`src/rtl/rr_mux_arbiter.sv`:
```
// Round-robin arbiter for four requesters sharing one 2-bit channel.
// The owner keeps the grant for at most HOLD_MAX cycles, then priority rotates past it.
module rr_mux_arbiter #(
  parameter int HOLD_MAX = 4  // legal range 1..15
) (
  input  logic       clk,
  input  logic       rstn,
  input  logic [3:0] req,
  input  logic [1:0] p0,
  input  logic [1:0] p1,
  input  logic [1:0] p2,
  input  logic [1:0] p3,
  output logic [3:0] grant,
  output logic [1:0] sel,
  output logic [1:0] sout,
  output logic       sout_vld,
  output logic       o_dbg_state
);

  typedef enum logic {
    ST_IDLE = 1'b0,
    ST_OWN  = 1'b1
  } state_t;

  state_t     r_state;
  logic [3:0] r_grant;
  logic [1:0] r_sel;
  logic [1:0] r_ptr;
  logic [3:0] r_hcnt;

  logic       w_found;
  logic [1:0] w_win;
  logic       w_release;
  logic [1:0] w_mux;

  // Search starts just after the last owner and wraps, so the last owner is tried last.
  always_comb begin
    logic [1:0] v_idx;
    w_found = 1'b0;
    w_win   = r_ptr;
    v_idx   = r_ptr;
    for (int k = 1; k <= 4; k++) begin
      v_idx = r_ptr + 2'(k);
      if (!w_found && req[v_idx]) begin
        w_found = 1'b1;
        w_win   = v_idx;
      end
    end
  end

  assign w_release = (req[r_sel] == 1'b0) || (r_hcnt == 4'(HOLD_MAX));

  always_ff @(posedge clk or negedge rstn) begin
    if (!rstn) begin
      r_state <= ST_IDLE;
      r_grant <= 4'b0000;
      r_sel   <= 2'b00;
      r_ptr   <= 2'b11;
      r_hcnt  <= 4'd0;
    end else begin
      case (r_state)
        ST_IDLE: begin
          if (w_found) begin
            r_state <= ST_OWN;
            r_grant <= 4'b0001 << w_win;
            r_sel   <= w_win;
            r_ptr   <= w_win;
            r_hcnt  <= 4'd1;
          end
        end
        ST_OWN: begin
          if (!w_release) begin
            r_hcnt <= r_hcnt + 4'd1;
          end else if (w_found) begin
            // Handover at the release edge; a lone requester is simply re-granted.
            r_grant <= 4'b0001 << w_win;
            r_sel   <= w_win;
            r_ptr   <= w_win;
            r_hcnt  <= 4'd1;
          end else begin
            r_state <= ST_IDLE;
            r_grant <= 4'b0000;
            r_hcnt  <= 4'd0;
          end
        end
        default: begin
          r_state <= ST_IDLE;
          r_grant <= 4'b0000;
          r_hcnt  <= 4'd0;
        end
      endcase
    end
  end

  always_comb begin
    case (r_sel)
      2'd0:    w_mux = p0;
      2'd1:    w_mux = p1;
      2'd2:    w_mux = p2;
      default: w_mux = p3;
    endcase
  end

  assign grant       = r_grant;
  assign sel         = r_sel;
  assign sout        = (r_state == ST_OWN) ? w_mux : 2'b00;
  assign sout_vld    = (r_state == ST_OWN);
  assign o_dbg_state = r_state;

endmodule

```
`config.mk`:
```
export PLATFORM = sky130hd
export DESIGN_NAME = rr_mux_arbiter
export DESIGN_NICKNAME = d
export VERILOG_FILES = /design/src/rtl/rr_mux_arbiter.sv
export SDC_FILE = /design/constraint.sdc
export NUM_CORES = 1
export LEC_CHECK = 0
export CAP_MARGIN = 25
export CELL_PAD_IN_SITES_DETAIL_PLACEMENT = 0
export CELL_PAD_IN_SITES_GLOBAL_PLACEMENT = 1
export CORE_ASPECT_RATIO = 1.2
export CORE_MARGIN = 10
export CORE_UTILIZATION = 34
export CTS_CLUSTER_DIAMETER = 80
export DETAILED_ROUTE_END_ITERATION = 10
export GPL_TIMING_DRIVEN = 1
export PLACE_DENSITY = 0.73
export SLEW_MARGIN = 20
export SYNTH_ARGS = -nofsm -noshare
export SYNTH_HDL_FRONTEND = slang
export SYNTH_SLANG_ARGS = --single-unit
```
`constraint.sdc`:
```
create_clock -name clk -period 2.4 [get_ports clk]
set_clock_uncertainty 0.1 [all_clocks]
set_input_delay 0.6 -clock clk [delete_from_list [all_inputs] [get_ports clk]]
set_output_delay 0.6 -clock clk [all_outputs]
set_load 0.01 [all_outputs]
```
Run 1, placed cells, one color a class:
Bar = 20 µm.
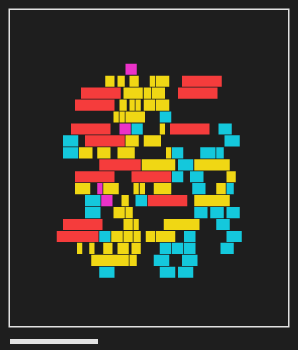
Key: all other logic = yellow [cells 51, share of their area 40%]; other buffers and delay cells = cyan [cells 33, share of their area 27%]; clock drivers and dummy loads = magenta [cells 4, share of their area 2.5%]; flip-flops = red [cells 13, share of their area 31%]
flop share of the area: 29.8%
Row Count: 18
utilization after layout: 52.5%
post-route cell area: 1100 µm²

Run 1, pin map:
Pins as bars across the die edge, other pins in gray.
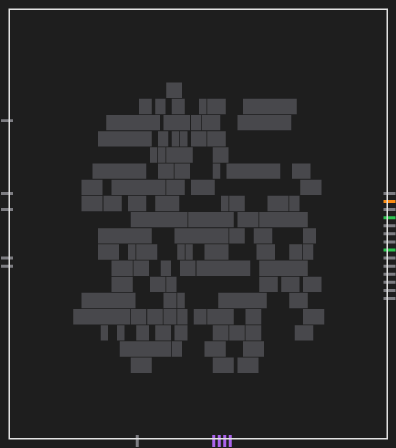
Key: `sout_vld` = orange [pins 1, direction output, edge right]; `req` = purple [pins 4, direction input, edge bottom]; `p2` = green [pins 2, direction input, edge right]
All pins by edge: 14 right, 5 left, 5 bottom.
die width: 63.3 µm
chip height: 72.0 µm
number of port buffers: 23

==> GITHUB_STEP_SUMMARY, run 1 <==
## Synthesis and layout report

| Metric | Value |
|---|---|
| Status | `complete, no violations` |
| EDFF count, synth | `0` |
| Initial DRC Count | `23` |
| GP Congestion | `0.730` |
| Cells after DPL | `127` |
| Worst Setup End Kind | `primary output` |
| Worst min-delay path class | `flop to flop` |
| Slowest Stage Delay on Critical Path | `0.45 ns` |
| Worst min-delay path endpoint | `grant[3]` |
| Crit path to | `sout[0]` |
| Inverters | `4` |
| RSZ-0062 raised after global routing | `false` |
| Post-DP HPWL | `1.50 mm` |
| Final hold slack | `0.416 ns` |
| Number of global-route vias before repair | `688` |
| Reg area | `328 µm²` |
| Area after DPL | `1100 µm²` |
| CP Max Fanout | `1` |
| Reg2reg end | `grant[2]` |
| Post-CTS setup buffers | `0` |
| Die Area | `4560 µm²` |
| Slowest CP cell | `mux4_2` |
| Top power group | `combinational cells` |
| H-tree depth | `1` |
| Fmax | `0.436 GHz` |
| R2R Path Start | `sel[1]` |
| Logic pwr share | `55.2%` |
| Top cells by count | `dfrtp_1, nor2_1, a22o_1, inv_1` |
| Non-filler cells, final | `131` |
| Pre-CTS setup slack | `-0.450 ns` |
| Total CTS buffers | `3` |
| Synth area leader | `dfrtp_1` |
| Tapcell count | `30` |
| Unique cell types | `30` |
| Hold_buf cts | `0` |
| Syn Area/Cell | `11.8 µm²` |
| Pins Over Slew Limit | `0` |
| Initial antenna violation count | `0` |
| Pre-Place Util | `36.6%` |
| Setup TNS | `0 ns` |
| Clock Path Buffers | `2` |
| Peak supply drop | `0.582 mV` |
| Largest cell class by area | `multi-input combinational cells` |
| GR Layer Usage met3 | `2.76%` |
| Post-Route WL | `1.89 mm` |
| Internal power | `778 µW` |
| Worst Hold Depth | `1` |
| Clock buf/inv share | `2.39%` |
| Mapped Area | `766 µm²` |
| Metal-1 WL | `967 µm` |
| DR DRC count | `0` |
| Final period util | `95.5%` |
| Logic share of the area | `37.1%` |
| Largest cells by area after synthesis | `dfrtp_1, dfstp_2, mux4_1, a22o_1, ha_1` |
| AND/OR/NAND/NOR Cells, Area Fraction | `20.4%` |
| Signal buffers share of area | `25.9%` |
| # IOs | `24` |
| Reg power frac | `33.3%` |
| Comb area | `408 µm²` |
| Adder Share, Synth | `3.27%` |
| Top Layout Cells | `clkdlybuf4s50_1, dfrtp_1, buf_4, dlygate4sd2_1, nor2_1` |
| Compound Share, Synth | `16.7%` |
| Core area | `2090 µm²` |
| Worst Path Arrival | `1.59 ns` |
| Critical Path RT | `1.70 ns` |
| Vias | `634` |
| Power Clock | `140 µW` |
| Yosys warning tally | `0` |
| Top cell area share | `35.9%` |
| WP buf/inv | `2` |
| Cell count along the critical path | `4` |
| Top delay family on crit path | `multiplexers` |
| Reg2Reg Setup Slack | `0.45 ns` |
| First-pass iteration count of the detailed router | `2` |
| Vias/cell | `4.84` |
| Final Hold Fails | `0` |
| Routed wl met3 | `116 µm` |
| Ys cells | `65` |
| Crit. Startpoint | `p3[0]` |
| Tally of filler cells in the layout | `209` |
| Root cell of the clock tree | `clkbuf_4` |
| Period minus WS final | `2.29 ns` |
| Crit Path Class | `input port to primary output` |
Run 1, clock distribution:
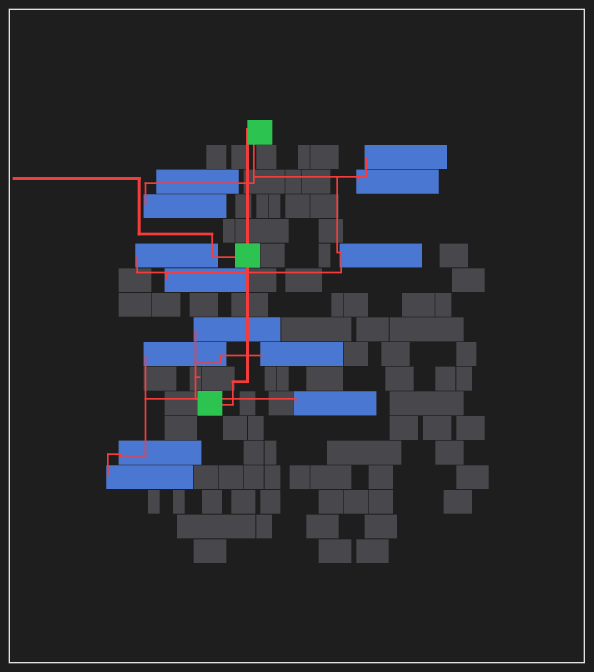
Key: flip-flops = blue [count 13]; clock wires = red [length 192 µm]; cells driving clock nets = green [count 3]
There are 4 routed clock nets.
Late-Pin Clk Latency: 0.28 ns
clock network fraction of total power: 11.5%

Run 1, cells by drive strength:
Bar = 20 µm.
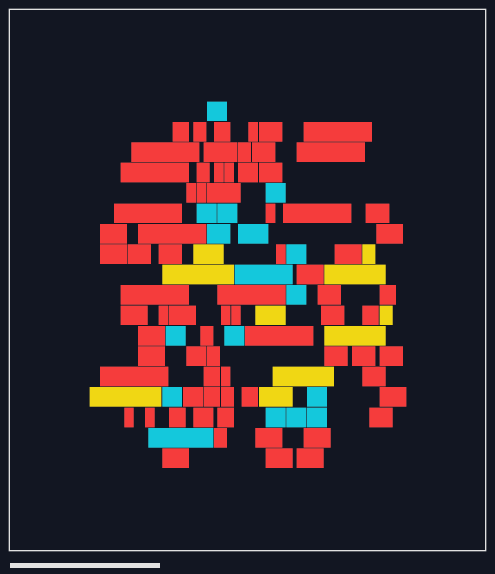
Key: drive 1 or less = red [cells 74, most used clkdlybuf4s50_1]; drive 2 = yellow [cells 10, most used mux4_2]; drive 3 to 4 = cyan [cells 17, most used buf_4]
Area growth syn-to-layout: 43.6%
Buffers excl. clock: 33
Final Worst Setup Slack: 0.109 ns

--- run 2 (diff from run 1) ---
CTS_CLUSTER_SIZE = 25   (was unset)
Run 2, pin map:
Pins as bars across the die edge, other pins in gray.
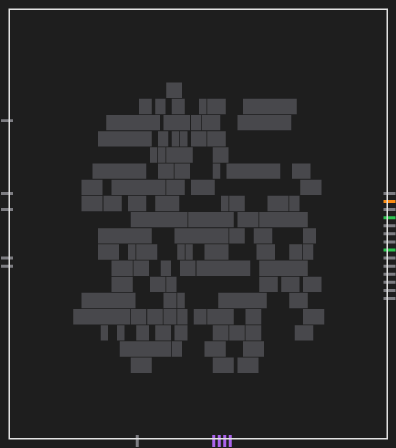
Key: `req` = purple [pins 4, direction input, edge bottom]; `p2` = green [pins 2, direction input, edge right]; `sout_vld` = orange [pins 1, direction output, edge right]

==> run 2 against run 1 <==
Against the previous run: final area is the same; clock-buffer cell count did not move; critical path depth did not move; core utilization unchanged; die size is the same; synthesized area unchanged; critical endpoint unchanged; hold slack unchanged; fmax is the same; synthesized cell count stayed put; first-iteration DRC count unchanged; highest routed layer unchanged; non-clock buffer count unchanged.
==> GITHUB_STEP_SUMMARY, run 2 <==
## Synthesis and layout report

| Metric | Value |
|---|---|
| Status | `complete, no violations` |
| Utilization after layout | `52.5%` |
| Period minus WS final | `2.29 ns` |
| Number of port buffers | `23` |
| Worst Setup End Kind | `primary output` |
| Final hold slack | `0.416 ns` |
| Clock buf/inv share | `2.39%` |
| Chip height | `72.0 µm` |
| Comb area | `408 µm²` |
| Final Hold Fails | `0` |
| Clock network fraction of total power | `11.5%` |
| Pre-Place Util | `36.6%` |
| Die width | `63.3 µm` |
| Core area | `2090 µm²` |
| Reg area | `328 µm²` |
| Post-route cell area | `1100 µm²` |
| Metal-1 WL | `967 µm` |
| Largest cells by area after synthesis | `dfrtp_1, dfstp_2, mux4_1, a22o_1, ha_1` |
| Power Clock | `140 µW` |
| Vias | `634` |
| Hold_buf cts | `0` |
| Tapcell count | `30` |
| Pre-CTS setup slack | `-0.450 ns` |
| Mapped Area | `766 µm²` |
| Worst Hold Depth | `1` |
| Post-CTS setup buffers | `0` |
| Yosys warning tally | `0` |
| Row Count | `18` |
| Clock Path Buffers | `2` |
| Top Layout Cells | `clkdlybuf4s50_1, dfrtp_1, buf_4, dlygate4sd2_1, nor2_1` |
| Worst min-delay path endpoint | `grant[3]` |
| Slowest Stage Delay on Critical Path | `0.45 ns` |
| Die Area | `4560 µm²` |
| Critical Path RT | `1.70 ns` |
| Adder Share, Synth | `3.27%` |
| Crit path to | `sout[0]` |
| Compound Share, Synth | `16.7%` |
| Initial antenna violation count | `0` |
| AND/OR/NAND/NOR Cells, Area Fraction | `20.4%` |
| Top cells by count | `dfrtp_1, nor2_1, a22o_1, inv_1` |
| Fmax | `0.436 GHz` |
| Chip Area, Yosys | `766 µm²` |
| R2R Path Start | `sel[1]` |
| Peak supply drop | `0.582 mV` |
| Post-Route WL | `1.89 mm` |
| Pins Over Slew Limit | `0` |
| Internal power | `778 µW` |
| Final period util | `95.5%` |
| Top power group | `combinational cells` |
| Crit Path Class | `input port to primary output` |
| Area growth syn-to-layout | `43.6%` |
| Reg power frac | `33.3%` |
| Total CTS buffers | `3` |
| Non-filler cells, final | `131` |
| WP buf/inv | `2` |
| Worst min-delay path class | `flop to flop` |
| Routed wl met3 | `116 µm` |
| Inverters | `4` |
| Vias/cell | `4.84` |
| Largest cell class by area | `multi-input combinational cells` |
| Logic share of the area | `37.1%` |
| Number of global-route vias before repair | `688` |
| H-tree depth | `1` |
| Post-DP HPWL | `1.50 mm` |
| Top cell area share | `35.9%` |
| Late-Pin Clk Latency | `0.28 ns` |
| RSZ-0062 raised after global routing | `false` |
| Logic pwr share | `55.2%` |
| Final Worst Setup Slack | `0.109 ns` |
| Slowest CP cell | `mux4_2` |
| Reg2Reg Setup Slack | `0.45 ns` |
| # diodes | `0` |
| Unique cell types | `30` |
| Flop share of the area | `29.8%` |
| EDFF count, synth | `0` |
| Met1 Usage GRT | `11.8%` |
| Logic Gate Count | `47` |
| Buffers excl. clock | `33` |
| Syn Area/Cell | `11.8 µm²` |
| Initial DRC Count | `23` |
| Root cell of the clock tree | `clkbuf_4` |
| Cell count along the critical path | `4` |
| GP Congestion | `0.730` |
| Cells after DPL | `127` |
| Synth area leader | `dfrtp_1` |
| Worst Path Arrival | `1.59 ns` |
| Signal buffers share of area | `25.9%` |
| Top delay family on crit path | `multiplexers` |
| # IOs | `24` |
Run 2, cells by drive strength:
Bar = 20 µm.
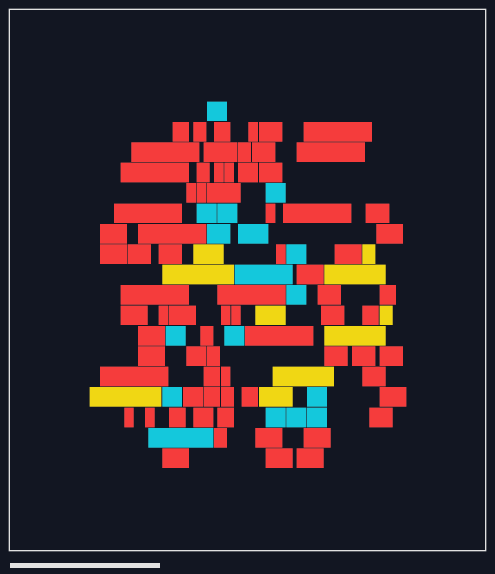
Key: drive 2 = yellow [cells 10, most used mux4_2]; drive 1 or less = red [cells 74, most used clkdlybuf4s50_1]; drive 3 to 4 = cyan [cells 17, most used buf_4]

Run 2, clock distribution:
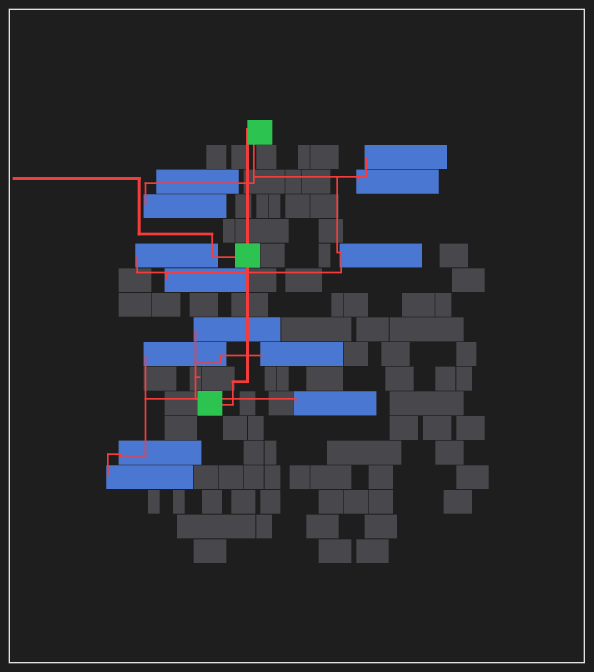

--- run 3 (diff from run 2) ---
CAP_MARGIN = unset   (was 25)
PLACE_DENSITY = 0.77   (was 0.73)
Run 3, clock distribution:
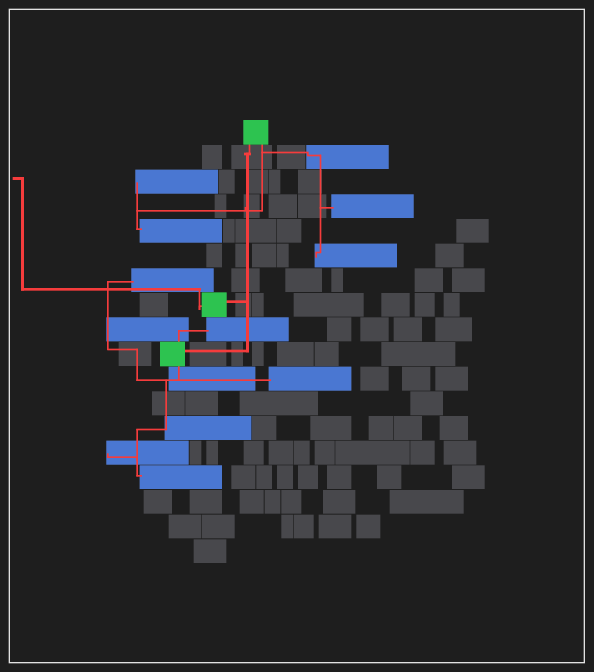
Key: flip-flops = blue [count 13]; cells driving clock nets = green [count 3]; clock wires = red [length 180 µm]
There are 4 routed clock nets.
clock network fraction of total power: 11.0%
Power Clock: 136 µW

==> run 3 against run 2 <==
Against the previous run: sequential power increased by 2%; core utilization increased by 0.48 points; via count increased by 1.9%; combinational power increased by 3%; fmax increased by 0.26%; clock power decreased by 3%; critical path depth unchanged; sequential cell count unchanged; synthesized cell count unchanged; sequential share of layout area decreased by 0.27 points; power increased by 1.8%; critical path type unchanged; critical endpoint unchanged; highest routed layer unchanged.
==> GITHUB_STEP_SUMMARY, run 3 <==
## Synthesis and layout report

| Metric | Value |
|---|---|
| Status | `complete, no violations` |
| Final #Nets | `118` |
| R2R Path Start | `sel[1]` |
| Cell count along the critical path | `4` |
| Gr usage total | `8.84%` |
| Clock Path Buffers | `2` |
| EDFF count, synth | `0` |
| Synth top cell by count | `dfrtp_1` |
| Async SR Flop Fraction | `100%` |
| Reg power frac | `33.4%` |
| P_seq | `413 µW` |
| GRT overflow | `0` |
| Row Count | `18` |
| Area after DPL | `1100 µm²` |
| Post-Route WL | `1.94 mm` |
| Seq share, synth | `42.8%` |
| Tally of filler cells in the layout | `203` |
| Crit path to | `sout[0]` |
| Logic pwr share | `55.7%` |
| Inverters | `4` |
| Top cells by count | `dfrtp_1, nor2_1, a22o_1, inv_1` |
| Sw Pwr | `446 µW` |
| Pins Over Slew Limit | `0` |
| Ys cells | `65` |
| DR WL met2 | `866 µm` |
| Tightest Pin Transition | `0.568 ns` |
| Cells after DPL | `127` |
| Yosys warning tally | `0` |
| First-pass iteration count of the detailed router | `3` |
| Flops after synth | `13` |
| Signal buffers share of area | `26.3%` |
| Metal-1 WL | `899 µm` |
| Tapcell count | `30` |
| # diodes | `0` |
| Number of global-route vias before repair | `672` |
| Pre-CTS setup slack | `-0.508 ns` |
| CP Max Fanout | `1` |
| Clock slew at reported path FFs | `0.08 ns` |
| Setup TNS | `0 ns` |
| Non-filler cells, final | `131` |
| Adder Share, Synth | `3.27%` |
| Utilization after layout | `53.0%` |
| Worst Path Arrival | `1.59 ns` |
| Chip height | `72.0 µm` |
| Pwr Total | `1.24 mW` |
| Xor/xnor share | `1.14%` |
| Worst min-delay path endpoint | `grant[0]` |
| Hold_buf cts | `0` |
| Slew HR | `62.0%` |
| WL per Instance | `14.8 µm` |
| Pwr dens | `1120 nW/µm²` |
| Core area | `2090 µm²` |
| Clock buf/inv share | `2.48%` |
| Flop share of the area | `29.5%` |
| Largest cells by area after synthesis | `dfrtp_1, dfstp_2, mux4_1, a22o_1, ha_1` |
| Period minus WS final | `2.29 ns` |
| Die Area | `4560 µm²` |
| Post-DP HPWL | `1.56 mm` |
| Largest cell class by area | `multi-input combinational cells` |
| Total CTS buffers | `3` |
| Compound Share, Synth | `16.7%` |
| Vias/cell | `4.93` |
| Comb area | `410 µm²` |
| RSZ-0062 raised after global routing | `false` |
| Crit Path Class | `input port to primary output` |
| Fraction of layout cells with a size suffix above 1 | `28.7%` |
| Mux cell area share after synthesis | `12.7%` |
| TritonCTS Sinks | `13` |
| Slowest CP cell | `mux4_2` |
| GP Congestion | `0.736` |
| Hold Crit Start | `grant[0]` |
| Worst Hold Depth | `1` |
| Antenna-violating nets left | `0` |
| Pre-Place Util | `36.6%` |
| Synth area leader | `dfrtp_1` |
| Mapped Area | `766 µm²` |
| Late-Pin Clk Latency | `0.28 ns` |
| Final period util | `95.2%` |
| Worst-path cell chain | `dlygate4sd2_1, mux4_2, and2_4, buf_6` |
| H-tree depth | `1` |
| Top Layout Cells | `clkdlybuf4s50_1, dfrtp_1, buf_4, dlygate4sd2_1, nor2_1` |
| CLK BUF | `3` |
| Crit. Startpoint | `p3[0]` |
| Dominant comb cell | `simple AND/OR/NAND/NOR gates` |
| Reg2Reg Depth | `4` |
| Tool Warnings | `27` |
| Commonest Layout Cell | `clkdlybuf4s50_1` |
| Buffers excl. clock | `33` |
| Fmax | `0.438 GHz` |
| DR DRC count | `0` |
| # IOs | `24` |
| GRT met2 Usage | `13.9%` |
| Top power group | `combinational cells` |
| Switching Share | `36.0%` |
| Final hold slack | `0.413 ns` |
| Reg2Reg Setup Slack | `0.45 ns` |
| Worst Setup End Kind | `primary output` |
| Top delay family on crit path | `multiplexers` |
| Initial antenna violation count | `0` |
| Final Hold Fails | `0` |
| Worst min-delay path class | `flop to flop` |
| Reg area | `328 µm²` |
| Root cell of the clock tree | `clkbuf_4` |
| Logic Gate Count | `47` |
| Logic share of the area | `37.0%` |
| GR Layer Usage met3 | `3.38%` |
| Met1 Usage GRT | `10.3%` |
| Reg2reg end | `grant[2]` |
| AND/OR/NAND/NOR Cells, Area Fraction | `20.4%` |
| Max Used Layer | `met4` |
| Critical Path RT | `1.70 ns` |
| Die width | `63.3 µm` |
| Vias | `646` |
| WP buf/inv | `2` |
| First-pass GRT wire length | `3.24 mm` |
| Routed wl met3 | `141 µm` |
| Slowest Stage Delay on Critical Path | `0.48 ns` |
| Syn Area/Cell | `11.8 µm²` |
| Chip Area, Yosys | `766 µm²` |
| Peak supply drop | `0.668 mV` |
| Top cell area share | `35.9%` |
| Unique cell types | `30` |
| Post-CTS setup buffers | `0` |
| Internal power | `793 µW` |
| Number of port buffers | `23` |
| Initial DRC Count | `26` |
| Global route hottest layer | `met2` |
Run 3, cells by drive strength:
Bar = 20 µm.
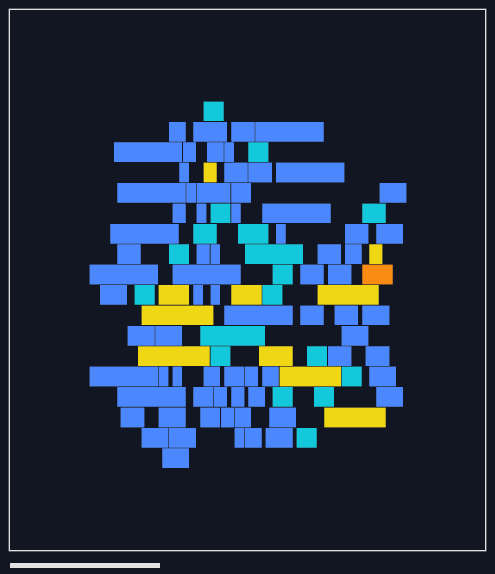
Key: drive 3 to 4 = cyan [cells 18, most used buf_4]; drive 2 = yellow [cells 10, most used mux4_2]; drive 1 or less = blue [cells 72, most used clkdlybuf4s50_1]; drive 6 and up = orange [cells 1, most used buf_6]
post-route cell area: 1110 µm²
Area growth syn-to-layout: 44.9%
Final Worst Setup Slack: 0.115 ns

Power is estimated from default activity; no workload was simulated.
